==> config.mk <==
export PLATFORM = sky130hd
export DESIGN_NAME = sid_pwm_dac
export DESIGN_NICKNAME = d
export VERILOG_FILES = /design/src/rtl/sid_pwm_dac.sv
export SDC_FILE = /design/constraint.sdc
export NUM_CORES = 1
export LEC_CHECK = 0
export ABC_AREA = 1
export CAP_MARGIN = 20
export CORE_UTILIZATION = 45
export CTS_CLUSTER_DIAMETER = 100
export DETAILED_ROUTE_END_ITERATION = 12
export SYNTH_ARGS = -nofsm -noshare
export SYNTH_HDL_FRONTEND = slang
export SYNTH_SLANG_ARGS = --single-unit
==> constraint.sdc <==
create_clock -name clk -period 2.4 [get_ports clk]
set_input_delay 0.24 -clock clk [delete_from_list [all_inputs] [get_ports clk]]
set_output_delay 0.24 -clock clk [all_outputs]
set_load 0.1 [all_outputs]
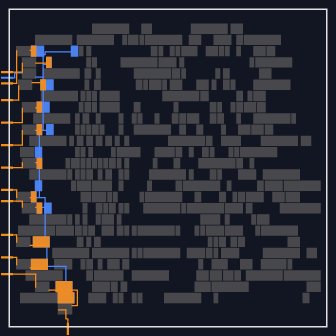
**Above:** run 1 (nets reached from selected ports).
`sample_valid` -> blue  # bits 1, direction input, end cells 20, buffers 1, wire 95.0 um
`sample_in` -> orange  # bits 12, direction input, end cells 12, buffers 12, wire 92.8 um
Top Ports: 19
Port-buffer cells: 18

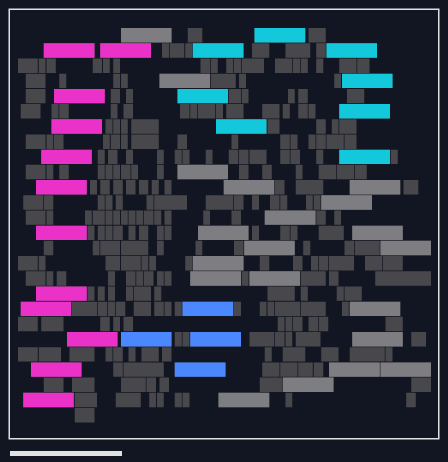
**Above:** run 1 (where the registers sit).
Scale bar: 20 um. Other sequential cells in the stronger grey, the rest of the logic in the fainter grey.
`r_ramp_val` -> cyan  # flops 8
`r_sample_hold` -> magenta  # flops 12
`r_err` -> blue  # flops 4, where south
power in sequential cells: 0.000775 W
Register Area: 0.00110 mm^2
flop share of the area: 0.386
Core Util, Final: 0.545

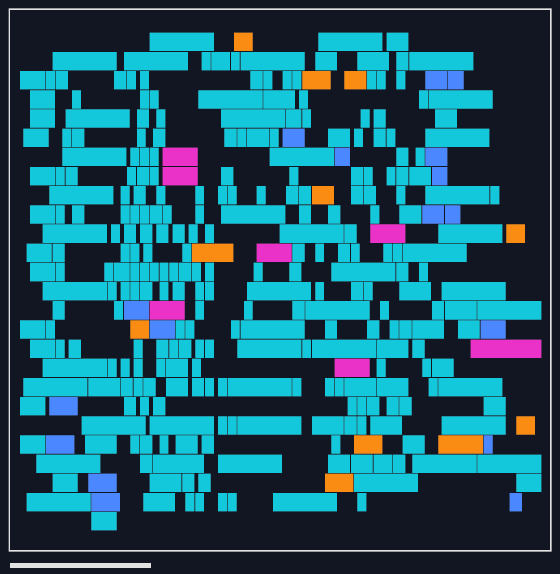
**Above:** run 1 (drive-strength map).
Scale bar: 20 um.
x1 and smaller -> cyan  # cells 281, share 89%, most used nand2_1
x6 and larger -> magenta  # cells 7, share 2.2%, most used clkbuf_8
x2 -> blue  # cells 17, share 5.4%
x3 and x4 -> orange  # cells 11, share 3.5%, most used buf_4
Setup WS post-layout: 0.551 ns
area delta synth->final: 13.9%
number of non-clock buffers: 20
fin area: 0.00285 mm^2

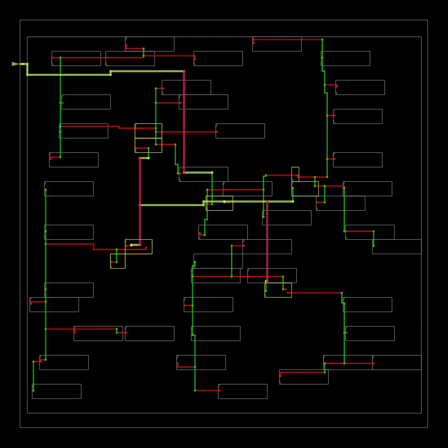
**Above:** run 1 (clock routing).
P_clk: 0.000482 W
registers: 44
clock buffer count: 7

==> GITHUB_STEP_SUMMARY, run 1 <==
## PnR job results

| Metric | Value |
|---|---|
| Postcts setup bufs | 0 |
| CP Class | reg2reg |
| XOR Share, Synth | 0.0559 |
| Comb/total area | 0.421 |
| Final HPWL DP | between 3000 and 4000 um |
| CP peak stage delay | 0.42 ns |
| Leakage | about 1.4 nW |
| Largest class | multi-input combinational cells |
| Worst Setup End Kind | flip-flop |
| Synth cell types | 30 |
| Number of standard cells reported by yosys | 292 |
| Fin. Hold Viols | 0 |
| # diodes | 0 |
| DP Worst Slack | 0.546 ns |
| Die height | between 70 and 80 um |
| Power Total | about 0.0014 W |
| Levels on crit path | 8 |
| Dominant flop cell | dfrtp_1 |
| Netlist Area Pre-Place | 0.00250 mm^2 |
| CP Data Arrival Time | 2.04 ns |
| Syn_area_per_cell | around 8.6 um^2 |
| DRT antenna net count | 0 |
| Post-Route WL | 4500 um |
| Max Slew Vio Count | 0 |
| EDFF count, synth | 0 |
| # hold bufs at CTS | 0 |
| Period utilization | 0.770 |
| MI comb area | 0.00120 mm^2 |
| Status | finished clean |
| Largest family of logic cells by area | simple AND/OR/NAND/NOR gates |
| Aoi share | 0.0959 |
| Synth warn | 0 |
| Clock Path Buffers | 2 |
| Post-CTS sizing | 0 |
| Critical path launch point type | flip-flop |
| Comb pwr | 0.000152 W |
| RSZ-0062 raised after global routing | false |
| Worst Skew | slightly below 0.007 ns |
| Worst min-delay path class | in2async |
| Internal | 0.00106 W |
| Critical Path Fanout Max | 8 |
| CP Data Required Time | about 2.6 ns |
| Routed via count | 1844 |
| Initial antenna violation count | 0 |
| Switch Pwr | 0.000349 W |
| Die span in x | roughly 77 um |
| Clk network pwr share | 0.342 |
| Filler instances | about 500 |
| TritonCTS clock tree | yes |
| Worst Path Buf+Inv | 1 |
| Clock root cell | clkbuf_8 |
| Drt wl/cell | 11.7 um |
| Rel. slew slack | 0.616 |
| Yosys stat chip area | 0.00250 mm^2 |
| Worst skew pair latency | between 0.2 and 0.3 ns |
| Top cells excl fill/tap | 74 x nand2_1, 44 x dfrtp_1, 38 x inv_1 |
| Group drawing the most power | sequential cells |
| RePlAce Congestion | around 0.87 |
| Max-cap viol count | 0 |
| Syn Inst Count | between 200 and 300 |
| First-pass GRT wire length | 8070 um |
| Sequential power share | 0.550 |
| Comb gates | 203 |
| Worst reg-to-reg setup slack | 0.55 ns |
| Grt ovf | 0 |
| Vias/cell | between 4 and 5 |
| Max reg flops | 12 |
| Multiplexer share of the synthesized area | 0.0180 |
| Final cell count without fillers | around 390 |
| DR iter-0 viols | about 54 |
| H-tree depth | 2 |
| Setup TNS | 0 ns |
| Switching share of power | 0.248 |
| Setup violators final | 0 |
| CTS clk-pin slew, worst paths | 0.08 ns |
| Tap Count | ~70 |
| Fin nets | between 300 and 400 |
| Fmax | roughly 0.54 GHz |
| 1st-pass router iterations | 6 |
| Vias in the first global route | approximately 1800 |
| Core Area | roughly 0.0052 mm^2 |
| Placement Rows | 26 |
| Number of nets at floorplan | about 320 |
## run 1: Yosys cell counts (all sizes together) (3+ instances only)
cell type	number	share of area
a21oi	11	0.022
dfrtp	44	0.44
ha	14	0.070
inv	39	0.058
mux2	4	0.018
nand2	80	0.13
nand3	23	0.055
nor2	11	0.019
nor3	8	0.022
o21ai	31	0.068
xnor2	3	0.010
xor2	13	0.045
## run 1: per-layer routing
layer | global-route usage | routed length, um | vias to the layer above
met5 | 0 | 0 | -
met4 | 0.0577 | 65 | 0
met3 | 0.0359 | 126 | 9
met2 | 0.286 | 2090 | 34
met1 | 0.224 | 2220 | 823
li1 | - | - | 978
==> run 2: changes to the inputs <==
- clock period: 2.4 -> 1.74 ns (I/O delays scaled with it)
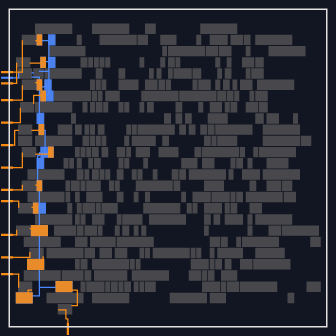
**Above:** run 2 (nets reached from selected ports).
`sample_in` -> orange  # bits 12, direction input, end cells 12, buffers 12, wire 96.1 um
`sample_valid` -> blue  # bits 1, direction input, end cells 20, buffers 2, wire 101 um

==> run 2 against run 1 <==
Against the previous run: clock skew increased by 0.0013 ns; first-iteration DRC count increased by 83%; routed wire length increased by 5.9%; critical endpoint is now r_duty[7]; largest cell class unchanged; largest power group unchanged.
==> GITHUB_STEP_SUMMARY, run 2 <==
## PnR job results

| Metric | Value |
|---|---|
| Status | finished clean |
| Comb gates | 204 (+0.49%) |
| Power Total | 0.00198 W (+41%) |
| Met3 wire length | 131 um (+4.0%) |
| Synth area leader | dfrtp_1 |
| Leakage | 1.39 nW (+2.5%) |
| Number of non-clock buffers | 25 (+25%) |
| CP peak stage delay | 0.40 ns (-0.02 ns) |
| Post-Route M1 WL | 2250 um (+1.5%) |
| Die span in x | 76.6 um (unchanged) |
| Die height | 76.6 um (unchanged) |
| Core Util, Final | 0.566 (+0.0210) |
| Initial antenna violation count | 0 (unchanged) |
| Max-area cell share | 0.440 (unchanged) |
| Core Area | 0.00524 mm^2 (unchanged) |
| Fin area | 0.00296 mm^2 (+3.9%) |
| Tap Count | 70 (unchanged) |
| Yosys stat chip area | 0.00250 mm^2 (unchanged) |
| Routed via count | 1905 (+3.3%) |
| Top layer in use | met4 |
| H-tree depth | 2 (unchanged) |
| Largest class | multi-input combinational cells |
| Placement Rows | 26 (unchanged) |
| Comb pwr | 0.000246 W (+62%) |
| Period utilization | 0.958 (+0.188) |
| Clk network pwr share | 0.335 (-0.007) |
| Synth cell count leaders | 74 x nand2_1, 44 x dfrtp_1, 38 x inv_1 |
| Dominant flop cell | dfrtp_1 |
| RSZ-0062 raised after global routing | true |
| EDFF count, synth | 0 (unchanged) |
| Register Area | 0.00110 mm^2 (unchanged) |
| Internal | 0.00148 W (+39%) |
| CP Class | reg2reg |
| Number of standard cells reported by yosys | 292 (unchanged) |
| Met1 Usage GRT | 0.230 (+0.00563) |
| Critical path launch point type | flip-flop |
| Final HPWL DP | 3620 um (+7.0%) |
| Syn_area_per_cell | 8.58 um^2 (unchanged) |
| Max reg flops | 12 (unchanged) |
| Setup WS post-layout | 0.0727 ns (-0.478 ns) |
| 1st-pass router iterations | 4 (-2) |
| Worst Path Buf+Inv | 1 (unchanged) |
| Max-cap viol count | 0 (unchanged) |
| Max Slew Vio Count | 0 (unchanged) |
| CP Data Required Time | 1.93 ns (-0.66 ns) |
| Comb/total area | 0.431 (+0.00969) |
| DRT antenna net count | 0 (unchanged) |
| Worst reg-to-reg setup slack | 0.07 ns (-0.48 ns) |
| TritonCTS clock tree | yes |
| Drt wl/cell | 12.2 um (+4.3%) |
| CTS clk-pin slew, worst paths | 0.08 ns (about the same) |
| Power in sequential cells | 0.00107 W (+38%) |
| Synth cell types | 30 (unchanged) |
| Syn Inst Count | 292 (unchanged) |
| Clock root cell | clkbuf_8 |
| Fin nets | 352 (+1.7%) |
| Setup TNS | 0 ns (unchanged) |
| Worst Setup End Kind | flip-flop |
| Area delta synth->final | 18.3% |
| Netlist Area Pre-Place | 0.00250 mm^2 (unchanged) |
| # diodes | 0 (unchanged) |
| Top cells excl fill/tap | 72 x nand2_1, 44 x dfrtp_1, 36 x inv_1 |
| Area contributors post-synth | dfrtp_1 44%, nand2_1 11%, ha_1 7.0% |
| Count leader, synth | nand2_1 |
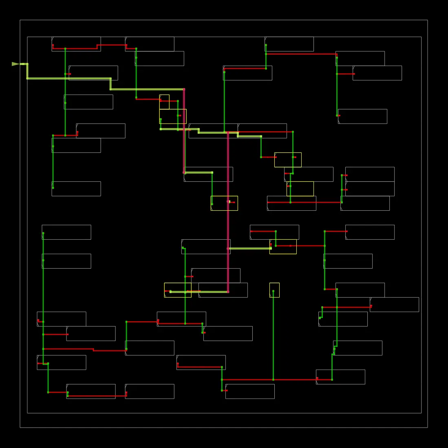
**Above:** run 2 (clock routing).
Worst Skew: 0.00806 ns
clock buffer count: 6
P_clk: 0.000664 W
worst skew pair latency: 0.29 ns
cts bufs inserted: 5

run 2: cells by family (layout without fill, tap and decap cells):
group / count (synthesis) / count (layout) / share of synthesized area
AND-OR/OR-AND: 44 / 44 / 0.0959
XOR/XNOR: 16 / 16 / 0.0559
adder cells (fa/ha/maj): 15 / 15 / 0.0779
buffers and inverters: 45 / 74 / 0.0809
flip-flops: 44 / 44 / 0.440
multiplexers: 4 / 4 / 0.0180
AND/OR/NAND/NOR: 124 / 125 / 0.232
run 2: repair_timing:
| item | in CTS | in global routing |
|---|---|---|
| pin swaps | 0 | 7 |
| cloned | 0 | 1 |
| endpoints found under the hold margin | 20 | 0 |
| setup endpoints to repair | 9 | 18 |
| setup buffers | 0 | 1 |
| hold buffers | 1 | 0 |
| resized | 3 | 16 |
Power figures rest on the tool's default switching activity, not on a simulated workload.
